**config.mk**
```make
export PLATFORM = sky130hd
export DESIGN_NAME = alu_operations_five
export DESIGN_NICKNAME = d
export VERILOG_FILES = /design/src/rtl/alu_pkg.sv /design/src/rtl/alu_core.sv /design/src/rtl/alu_operations_five.sv
export SDC_FILE = /design/constraint.sdc
export NUM_CORES = 2
export LEC_CHECK = 0
export CAP_MARGIN = 25
export CORE_UTILIZATION = 40
export CTS_CLUSTER_DIAMETER = 120
export CTS_CLUSTER_SIZE = 30
export DETAILED_ROUTE_END_ITERATION = 16
export PLACE_DENSITY = 0.59
export SETUP_SLACK_MARGIN = 0.05
export SLEW_MARGIN = 20
export SYNTH_ARGS = -nofsm -noshare
export SYNTH_HDL_FRONTEND = slang
export SYNTH_SLANG_ARGS = --single-unit
```
**constraint.sdc**
```tcl
create_clock -name clk -period 7.5 [get_ports clk]
set_input_delay 2.25 -clock clk [delete_from_list [all_inputs] [get_ports clk]]
set_output_delay 2.25 -clock clk [all_outputs]
set_load 0.05 [all_outputs]
```
**src/rtl/alu_pkg.sv**
```systemverilog
// Shared definitions for the execute-stage ALU.
// Holds the opcode field width and the encodings of the supported operations.
// Every opcode not listed here produces a zero result.
package alu_pkg;

    localparam int unsigned OP_W = 6;

    localparam logic [OP_W-1:0] ALU_ADD = 6'b000000;
    localparam logic [OP_W-1:0] ALU_SUB = 6'b000001;
    localparam logic [OP_W-1:0] ALU_AND = 6'b000010;
    localparam logic [OP_W-1:0] ALU_OR  = 6'b000011;
    localparam logic [OP_W-1:0] ALU_SLT = 6'b000100;
    localparam logic [OP_W-1:0] ALU_MUL = 6'b000101;

endpackage : alu_pkg

```
**src/rtl/alu_core.sv**
```systemverilog
// Purely combinational ALU function f(a, b, op).
// Ports:
//   a, b   : WIDTH-bit two's-complement operands
//   op     : OP_W-bit operation select (see alu_pkg)
//   result : WIDTH-bit result; zero for any undefined opcode
// ADD/SUB/MUL wrap modulo 2^WIDTH; MUL keeps the low word of the signed product.
module alu_core
    import alu_pkg::*;
#(
    parameter int unsigned WIDTH = 32
) (
    input  logic [WIDTH-1:0] a,
    input  logic [WIDTH-1:0] b,
    input  logic [OP_W-1:0]  op,
    output logic [WIDTH-1:0] result
);

    // Operation decode; the low word of a signed product equals that of the
    // unsigned product, so a single WIDTH-bit multiply serves both.
    always_comb begin
        result = {WIDTH{1'b0}};
        case (op)
            ALU_ADD: result = a + b;
            ALU_SUB: result = a - b;
            ALU_AND: result = a & b;
            ALU_OR:  result = a | b;
            ALU_SLT: begin
                if ($signed(a) < $signed(b)) begin
                    result = {{(WIDTH-1){1'b0}}, 1'b1};
                end else begin
                    result = {WIDTH{1'b0}};
                end
            end
            ALU_MUL: result = WIDTH'($signed(a) * $signed(b));
            default: result = {WIDTH{1'b0}};
        endcase
    end

endmodule : alu_core

```
**src/rtl/alu_operations_five.sv**
```systemverilog
// Registered execute-stage ALU for the RISC-V pipeline.
// Operands and opcode are captured on a rising edge with load=1; on the next
// rising edge the result register is updated from the captured values and then
// held until a later capture completes. Back-to-back loads give one result per
// cycle.
// Ports:
//   clk        : rising-edge clock
//   rst_n      : synchronous reset, active HIGH despite the name
//   load       : capture strobe for ID_EX_A / ID_EX_B / opcode
//   ID_EX_A    : operand A (signed)
//   ID_EX_B    : operand B (signed)
//   opcode     : operation select (see alu_pkg)
//   ALU_result : registered signed result
module alu_operations_five
    import alu_pkg::*;
#(
    parameter int unsigned WIDTH = 32
) (
    input  logic             clk,
    input  logic             rst_n,
    input  logic             load,
    input  logic [WIDTH-1:0] ID_EX_A,
    input  logic [WIDTH-1:0] ID_EX_B,
    input  logic [OP_W-1:0]  opcode,
    output logic [WIDTH-1:0] ALU_result
);

    logic [WIDTH-1:0] a_r;
    logic [WIDTH-1:0] b_r;
    logic [OP_W-1:0]  op_r;
    logic             v_r;
    logic [WIDTH-1:0] result_r;
    logic [WIDTH-1:0] core_result_s;

    alu_core #(
        .WIDTH (WIDTH)
    ) u_alu_core (
        .a      (a_r),
        .b      (b_r),
        .op     (op_r),
        .result (core_result_s)
    );

    // Capture stage, pending flag and result register; reset wins over load
    // and discards any pending result.
    always_ff @(posedge clk) begin
        if (rst_n) begin
            a_r      <= {WIDTH{1'b0}};
            b_r      <= {WIDTH{1'b0}};
            op_r     <= {OP_W{1'b0}};
            v_r      <= 1'b0;
            result_r <= {WIDTH{1'b0}};
        end else begin
            if (load) begin
                a_r  <= ID_EX_A;
                b_r  <= ID_EX_B;
                op_r <= opcode;
            end
            v_r <= load;
            // Uses the previously captured operands, so a capture on this
            // same edge does not disturb the result being produced.
            if (v_r) begin
                result_r <= core_result_s;
            end
        end
    end

    assign ALU_result = result_r;

endmodule : alu_operations_five

```
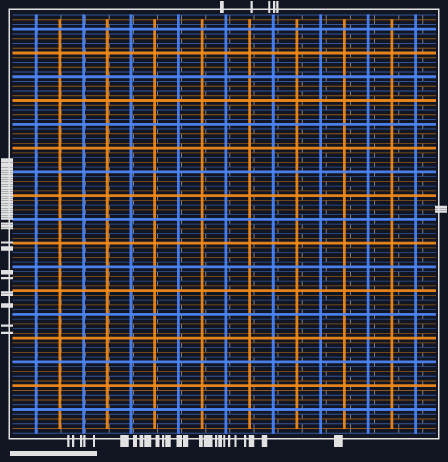
Fig. 1. Floorplan with the power grid.
Bar = 50 um. Pins as bars on the die edge. Tap cells in gray.
net	color
VDD	orange
VSS	blue
signal pins	105
met1 rails	89
worst ir drop on vdd: 0.0001328 V
die x size: 244.9 um
core outline area: 58,030 um2
die height: 244.9 um

==> flow_summary.yaml <==
# yosys + openroad results
run_status:
  run_status: "complete, no violations"
detailed_routing:
  drc: 0
  drt_iter0_drc: 1804
  dr.max_layer_used: "met4"
  via_count: 20830
  met3WireLength_um: 6276
  routed_wirelength_um: 94960
  met1Wirelength_um: 39260
  final_antenna_net_count: 0
  wl_met2_um: 44060
  drt-vias-per-instance: 5.535
  drtPass1Iterations: 6
  wire_per_inst_um: 25.23
place:
  dp.final_hpwl_um: 77970
  finalWeightedCongestion: 1.032
  portBuffers: 104
  pre_cts_slack_ps: 120.6
logic_synthesis:
  ys_async_sr_fraction_pct: 0
  synth_chip_area_um2: 23600
  syn-num-nets: 3555
  post_synth_most_frequent_cells: "inv_1 (502), nor2_1 (502), fa_1 (410)"
  post_synth_inst_count: 2826
  synth_area_um2: 23600
  synth.yosys.seq_area_share_pct: 8.736
  area_leaders: "fa_1 (35%), ha_1 (13%), dfxtp_1 (8.7%), inv_1 (8.0%), nor2_1 (8.0%)"
  synthDominantCellAreaShare_pct: 34.77
  synth.distinct_cells: 85
  yosysCellCount: 2826
  flop_cell: "dfxtp_1"
  ys_ff: 103
  netlist.top_cell.by_area: "fa_1"
  yosys_warnings: 0
  synth_area_per_cell_um2: 8.352
  post_synth_edffs: 0
min_path:
  hold_path_start: "ALU_result[15]$_SDFFE_PP0P_"
  hp-class: "flop to flop"
  min_delay_worst_endpoint: "ALU_result[15]$_SDFFE_PP0P_"
  worst_hold_path.num_cells: 2
timing:
  layout_setup_ws_ps: 271.8
  tightest_slew_ps: 1044
  rsz0062_at_grt: "true"
  report.final.slew_viol_count: 0
  setup_viol: 0
  fmax_ghz: 0.1383
  timing.slew.headroom_pct: 30.37
  worst_clock_skew_ps: 21.75
  hold_ws_ps: 467.3
  final_hold_viol_count: 0
  finalCriticalPeriod_ps: 7228
  finalClockPeriodUsage_pct: 96.38
  setup_tns_ps: 0
final_layout:
  filler_cell_count: 5803
  layout.nonclk_buf_share_pct: 10.00
  largestClassByArea: "logic gates"
  n_multi_input_combinational_cell: 2059
  antenna-diode-count: 0
  drive_gt1_share_pct: 9.737
  count_of_non_cts_buffers_in_the_layout: 305
  final_nets: 3723
  seqAreaFraction_pct: 7.675
  nFlopsAndLatches: 103
  syn2layout_area_growth_pct: 14.51
  post-route-util_pct: 46.58
  area_share_clock_buf_inv_pct: 1.065
  non_clock_inverter_count: 516
  comb_area_share_pct: 70.47
  final-seq-area_um2: 2074
  clkbuf_count: 9
  combGateArea_um2: 19050
critical_path:
  rr_endpoint: "ALU_result[31]$_SDFFE_PP0P_"
  cp-start-kind: "flop"
  worst_ep_arrival_time_ps: 7510
  criticalPathCategory: "flop to flop"
  rr_worst_depth: 24
  critical-path-top-cell-by-count: "fa_1"
  worst_path_cell_with_the_longest_stage_delay: "fa_1"
  rr_startpoint: "a_r[19]$_SDFFE_PP0P_"
  crit_path_max_fanout: 7
  worst-r2r-setup-slack_ps: 270
  critical_path.endpoint: "ALU_result[31]$_SDFFE_PP0P_"
  crit_start: "a_r[19]$_SDFFE_PP0P_"
  required_ps: 7780
  crit_path_end_kind: "flop"
  path_cells: "clkinvlp_4 -> buf_4 -> nor2_1 -> fa_1 -> fa_1 -> fa_1 -> inv_1 -> fa_1 -> inv_1 -> fa_1 -> fa_1 -> fa_1 -> fa_1 -> ha_1 -> and3_1 -> and2_4 -> nand2_1 -> a211o_1 -> a31oi_1 -> buf_4 -> a41oi_2 -> and3_1 -> o21ai_1 -> a41oi_1"
  critPathMaxStageDelay_ps: 610
cts:
  cts_tree: "done"
  clock_tree.buffer_depth: 2
  clock_tree.root_cell: "clkbuf_16"
  cts_made_buffers: 9
  worstSkewPairLatency_ps: 420
  clkSlewWorstSetupHoldPaths_ps: 80
  clock_sinks: 103
  cts.htree.levels: 3
  hold_buffers: 0
floorplan:
  well_taps: 765
  fp_util_pct: 40.68
  core.rowCount: 88
  design.portCount: 105
  die-area_um2: 59990
global_route:
  grt_overflow_total: 0
  busiest_layer: "met2"
  groute.usage.overall_pct: 32.25
  grt_first_pass_wirelength_um: 140700
  antenna_found_initial: 0
  use_met3_pct: 4.330
  largest_net_degree_at_the_start_of_global_routing: 70
  grt.met2_usage_pct: 52.42
  grt_util_met1_pct: 41.99
  first_global_vias: 21760
job:
  warnings: 91
  maxCapViolCount: 0
power:
  powerDensity_nw_per_um2: 119.9
  power_w: 0.003240
  power_leakage_nw: 12.80
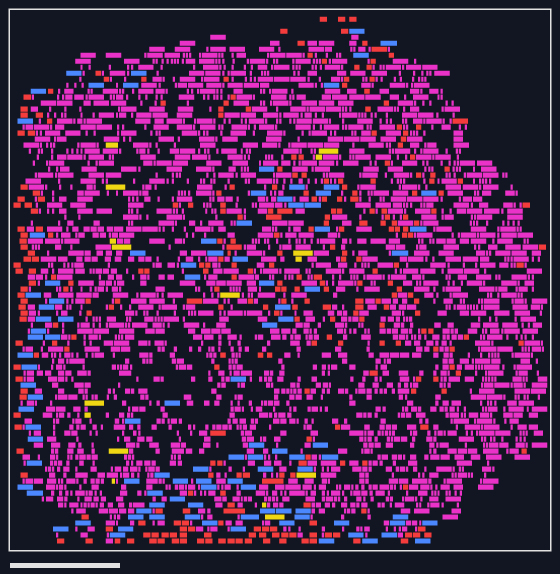
Fig. 2. Cell classes on the final placement.
Bar = 50 um.
class	color	cells
clock drivers and dummy loads	yellow	16
sequential cells	blue	103
remaining buffers and delay cells	red	305
remaining logic cells	magenta	2,575

-- cells by family (layout without fill, tap and decap cells) --
kind of cell | Yosys count | after routing | synth area share, %
xor+xnor | 108 | 108 | 4.007
buf+inv | 664 | 837 | 10.99
fa+ha+maj | 656 | 656 | 47.81
flops | 103 | 103 | 8.736
simple gates | 852 | 852 | 14.66
mux | 81 | 81 | 3.440
compound gates | 362 | 362 | 10.35
-- worst max-delay path: cells and delay by family (launching register included) --
| kind | cells | cell delay (ps) |
|---|---|---|
| flip-flops | 1 | 390 |
| buffers and inverters | 5 | 680 |
| AND/OR/NAND/NOR | 5 | 850 |
| adder cells (fa/ha/maj) | 9 | 4290 |
| AND-OR/OR-AND | 5 | 900 |
-- power breakdown --
part / internal (W) / leakage, nW / total [W] / switching (W)
Sequential: 0.000575 / 0.848 / 0.000608 / 0.0000335
Combinational: 0.000822 / 11.8 / 0.00211 / 0.00128
Clock: 0.000233 / 0.144 / 0.000527 / 0.000294
-- layout by cell type, fill, tap and decap left out, types with 80 or more instances in the layout --
cell type,instances
nor2_1,496
nand2_1,239
buf_4,184
inv_1,486
xnor2_1,84
clkdlybuf4s50_1,102
mux2i_1,80
dfxtp_1,95
fa_1,409
a21oi_1,95
ha_1,244
-- state kept, by name, indices dropped and copies added, names as in the netlist --
register / flops
v_r: 1
b_r: 32
ALU_result: 32
op_r: 6
a_r: 32
-- repair_timing --
| item | 4_1_cts | 5_1_grt |
|---|---|---|
| setup endpoints to repair | 0 | 15 |
| hold endpoints to repair | 0 | 0 |
| resized | 0 | 57 |
| buffers inserted | 0 | 8 |
-- stage by stage --
stage	instance area, um2	std cells
2_1_floorplan	23600	2826
3_3_place_gp	26450	3738
3_5_place_dp	26480	3739
4_1_cts	26770	3755
5_1_grt	27030	3764
6_report	27030	3764
Power and IR drop assume default switching activity.
